### config.mk
export PLATFORM = sky130hd
export DESIGN_NAME = button_debouncer_flat
export DESIGN_NICKNAME = d
export VERILOG_FILES = /design/src/rtl/button_debouncer_if.sv /design/src/rtl/button_debouncer.sv /design/src/flat_wrapper.sv
export SDC_FILE = /design/constraint.sdc
export NUM_CORES = 1
export LEC_CHECK = 0
export CAP_MARGIN = 10
export CORE_UTILIZATION = 30
export DETAILED_ROUTE_END_ITERATION = 6
export PLACE_DENSITY_LB_ADDON = 0.15
export SLEW_MARGIN = 20
export SYNTH_ARGS = -nofsm -noshare
export SYNTH_HDL_FRONTEND = slang
export SYNTH_SLANG_ARGS = --single-unit
### constraint.sdc
create_clock -name clk -period 2.5 [get_ports clk]
set_input_delay 0.5 -clock clk [delete_from_list [all_inputs] [get_ports clk]]
set_output_delay 0.5 -clock clk [all_outputs]
set_load 0.1 [all_outputs]
### src/rtl/button_debouncer_if.sv
// button_debouncer_if: raw pins in, debounced levels and sample strobe out
//   btn_in : raw asynchronous button pins (driven by master)
//   btn_db : debounced active-high levels (driven by slave)
//   tick   : shared sample strobe (driven by slave)
interface button_debouncer_if #(parameter int NUM_BTN = 4);
  logic [NUM_BTN-1:0] btn_in;
  logic [NUM_BTN-1:0] btn_db;
  logic               tick;
  modport master (output btn_in, input btn_db, tick);
  modport slave  (input btn_in, output btn_db, tick);
endinterface

### src/rtl/button_debouncer.sv
// button_debouncer: synchronises and tick-filters NUM_BTN bouncy buttons into clean active-high levels
//   clk : system clock
//   rst : asynchronous active-high reset
//   bus : slave side of button_debouncer_if (btn_in in; btn_db, tick out)
module button_debouncer #(
  parameter int NUM_BTN      = 4,
  parameter int CLK_DIV      = 100000,
  parameter int STABLE_TICKS = 10,
  parameter bit ACTIVE_LOW   = 1'b0
) (
  input logic clk,
  input logic rst,
  button_debouncer_if.slave bus
);
  localparam int DW = CLK_DIV > 1 ? $clog2(CLK_DIV) : 1;
  localparam int CW = $clog2(STABLE_TICKS + 1);
  localparam logic [1:0] ST_LO   = 2'd0;
  localparam logic [1:0] WAIT_HI = 2'd1;
  localparam logic [1:0] ST_HI   = 2'd2;
  localparam logic [1:0] WAIT_LO = 2'd3;
  localparam logic [NUM_BTN-1:0] IDLE = {NUM_BTN{ACTIVE_LOW}};
  logic [DW-1:0]      div_q, div_d;
  logic               tick_q, wrap;
  logic [NUM_BTN-1:0] sync1_q, sync2_q, s, db;
  always_comb begin
    wrap  = div_q == DW'(CLK_DIV - 1);
    div_d = wrap ? '0 : div_q + 1'b1;
  end
  always_ff @(posedge clk or posedge rst) begin
    if (rst) begin
      div_q   <= '0;
      tick_q  <= 1'b0;
      sync1_q <= IDLE;
      sync2_q <= IDLE;
    end else begin
      div_q   <= div_d;
      tick_q  <= wrap;
      sync1_q <= bus.btn_in;
      sync2_q <= sync1_q;
    end
  end
  assign s = sync2_q ^ IDLE;
  // State bit 1 is the debounced level, so btn_db comes straight from a register.
  for (genvar i = 0; i < NUM_BTN; i++) begin : g_ch
    logic [1:0]    st_q, st_d;
    logic [CW-1:0] cnt_q, cnt_d, nxt;
    logic          lvl, differ, done;
    always_comb begin
      lvl    = st_q[1];
      differ = s[i] ^ lvl;
      nxt    = cnt_q + 1'b1;
      done   = nxt == CW'(STABLE_TICKS);
      st_d   = !tick_q ? st_q :
               !differ ? (lvl ? ST_HI : ST_LO) :
               done    ? (lvl ? ST_LO : ST_HI) :
                         (lvl ? WAIT_LO : WAIT_HI);
      cnt_d  = !tick_q ? cnt_q : (differ && !done) ? nxt : '0;
    end
    always_ff @(posedge clk or posedge rst) begin
      if (rst) begin
        st_q  <= ST_LO;
        cnt_q <= '0;
      end else begin
        st_q  <= st_d;
        cnt_q <= cnt_d;
      end
    end
    assign db[i] = st_q[1];
  end
  assign bus.btn_db = db;
  assign bus.tick   = tick_q;
endmodule

### src/flat_wrapper.sv
// flat-port wrapper written by rule: the top's interface ports become plain ports
module button_debouncer_flat 
#(
  parameter int NUM_BTN      = 4,
  parameter int CLK_DIV      = 100000,
  parameter int STABLE_TICKS = 10,
  parameter bit ACTIVE_LOW   = 1'b0
)
  (clk, rst, bus_btn_in, bus_btn_db, bus_tick);
  button_debouncer_if #(.NUM_BTN(NUM_BTN)) bus_i ();
  input logic clk;
  input logic rst;
  input wire logic [$bits(bus_i.btn_in)-1:0] bus_btn_in;
  output wire logic [$bits(bus_i.btn_db)-1:0] bus_btn_db;
  output wire logic [$bits(bus_i.tick)-1:0] bus_tick;
  assign bus_i.btn_in = bus_btn_in;
  assign bus_btn_db = bus_i.btn_db;
  assign bus_tick = bus_i.tick;
  button_debouncer #(.NUM_BTN(NUM_BTN), .CLK_DIV(CLK_DIV), .STABLE_TICKS(STABLE_TICKS), .ACTIVE_LOW(ACTIVE_LOW)) u_core (.clk(clk), .rst(rst), .bus(bus_i));
endmodule
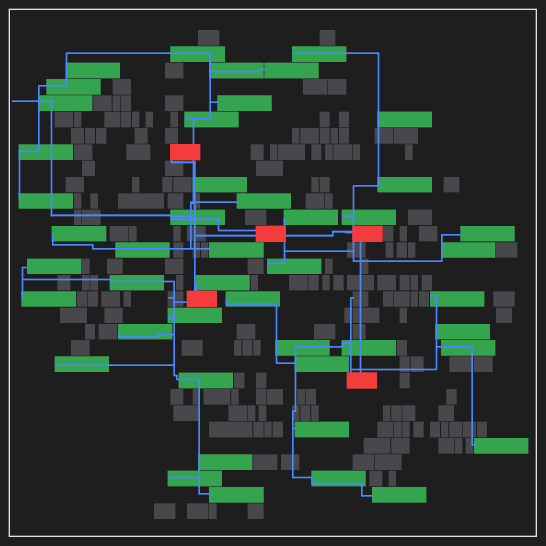
**Above:** clock distribution.
Scale: 6 px per um.
[clock-net drivers] red | count: 5
[flip-flops] green | count: 46
[clock wires] blue | length: 655 um
routed clock nets	6
flops lie	widely spread

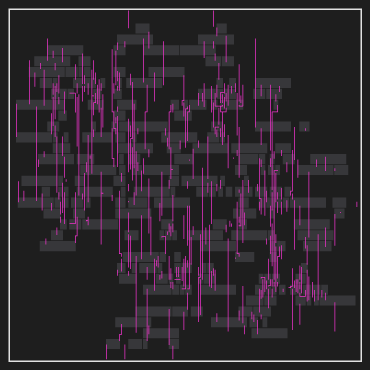
**Above:** signal wires on met2.
Scale: 4 px per um. Cells faint in the background.
main direction	vertical
longest straight run	27.9 um
share of all routed wire	45%

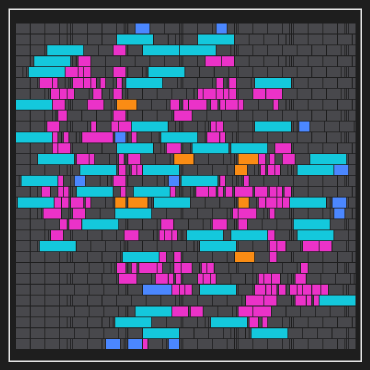
**Above:** cells coloured by class.
Scale: 4 px per um. Fill, decap, tap and diode cells in grey.
class	colour	cells	share of their area
remaining logic cells	magenta	164	43%
registers	cyan	46	48%
clock drivers and dummy loads	orange	8	3.9%
remaining buffers and delay cells	blue	13	5.1%
final std cell area, no fill: 2520 sq um
number of rows created at floorplan: 30
core region area: 6940 sq um
sequential cell area share: 45.6%
core utilization of the finished layout: 36.3%

==> run summary <==
Results of the run.

The maximum clock path buffer count is 2. The setup clock skew after layout is 0.00906 ns. In this run the tools logged warnings totalling 30. The detailed-placement wirelength estimate is 2600 um. In the floorplan report the effective utilization is 31.7%. The placement summary gives the final routability congestion estimate as 0.705. The number of antenna violations at the first check in global routing is 0. After clock tree synthesis, the repair step resized 0 gates. OpenSTA lists the critical path startpoint as u_core.div_q[11]. The worst reg2reg path startpoint is u_core.div_q[11]. The leakage power is 1.05 nW.

The number of hold violations in the final report is 0. The tapcell count is 96. The quantity of hold-fixing buffers added after cts is 0. The worst setup path is captured at a flop. In this run the cell area measured after placement is 2430 sq um. The synthesis report lists the Yosys warning total as 0. The flow ran to the end, and the final reports show no timing, DRC or antenna violations. The number of fillers in the final layout is 691. The top-level port count is 11.
==> state kept, by name (all words and copies together), names as in the netlist <==
signal / flops
u_core.bus.tick: 1
u_core.div_q: 17
u_core.g_ch.cnt_q: 16
u_core.g_ch.st_q: 4
u_core.s: 4
u_core.sync1_q: 4
==> Yosys cell counts (2+ instances only) <==
library cell	number	area, sq um
sky130_fd_sc_hd__xnor2_1	11	96.3
sky130_fd_sc_hd__nor2b_1	2	12.5
sky130_fd_sc_hd__dfrtp_1	46	1150
sky130_fd_sc_hd__o211ai_1	3	22.5
sky130_fd_sc_hd__mux2i_1	4	40.0
sky130_fd_sc_hd__o21ai_0	11	55.1
sky130_fd_sc_hd__o22ai_1	5	31.3
sky130_fd_sc_hd__nand3_1	23	115
sky130_fd_sc_hd__inv_1	6	22.5
sky130_fd_sc_hd__clkbuf_1	3	11.3
sky130_fd_sc_hd__nor2_1	19	71.3
sky130_fd_sc_hd__ha_1	9	113
sky130_fd_sc_hd__xor2_1	11	96.3
sky130_fd_sc_hd__and4_1	2	17.5
sky130_fd_sc_hd__nor3_1	4	20.0
sky130_fd_sc_hd__nand4_1	3	18.8
sky130_fd_sc_hd__mux2_2	5	56.3
sky130_fd_sc_hd__nand2_1	30	113
sky130_fd_sc_hd__a211o_1	3	26.3
==> power by group <==
| group | switching, W | total (W) | internal [W] |
|---|---|---|---|
| clock network | 0.000277 | 0.000478 | 0.000200 |
| registers | 0.00000286 | 0.000753 | 0.000750 |
| logic | 0.0000178 | 0.0000302 | 0.0000124 |
| total | 0.000298 | 0.00126 | 0.000963 |
==> worst min-delay path by stage <==
| stage | end | cells after the start |
|---|---|---|
| floorplan | u_core.s[0] | 0 |
| global placement | u_core.s[3] | 0 |
| detailed placement | u_core.s[2] | 0 |
| CTS | u_core.s[3] | 0 |
| global route | u_core.s[2] | 0 |
| finish | u_core.s[2] | 0 |
==> layer usage <==
| layer | vias up | wire length [um] | part of all wire, % | GRT usage [%] |
|---|---|---|---|---|
| met5 | - | 0 | 0 | 0 |
| met4 | 0 | 66 | 1.7 | 4.92 |
| met3 | 7 | 107 | 2.8 | 3.11 |
| met2 | 11 | 1750 | 45 | 19.1 |
| met1 | 751 | 1920 | 50 | 14.5 |
| li1 | 773 | - | - | - |
==> critical path, stage by stage, from the launching register on <==
cell and delay (ns):
sky130_fd_sc_hd__dfrtp_1 0.42, sky130_fd_sc_hd__or4_1 0.53, sky130_fd_sc_hd__or4_4 0.50, sky130_fd_sc_hd__nor4_4 0.20, sky130_fd_sc_hd__buf_4 0.20, sky130_fd_sc_hd__nor2_1 0.07
==> logic make-up after synthesis <==
kind of cell               synth area share [%]
AOI/OAI and AO/OA                          8.54
xor gates and xnor gates                   8.76
adders and majority gates                  5.12
buffers and inverters                      1.71
DFF                                        52.4
muxes                                      4.38
and+or+nand+nor                            19.1
==> metrics by stage <==
step / setup WS, ns / hold WS, ns / total power, W
CTS: 0.462 / 0.359 / 0.00129
finish: 0.481 / 0.355 / 0.00126
global route: 0.399 / 0.372 / 0.00133
floorplan: 0.313 / 0.331 / 0.000782
detailed placement: 0.477 / 0.335 / 0.000800
global placement: 0.485 / 0.334 / 0.000800
No activity file was given, so power comes from the tool's default toggle rates.
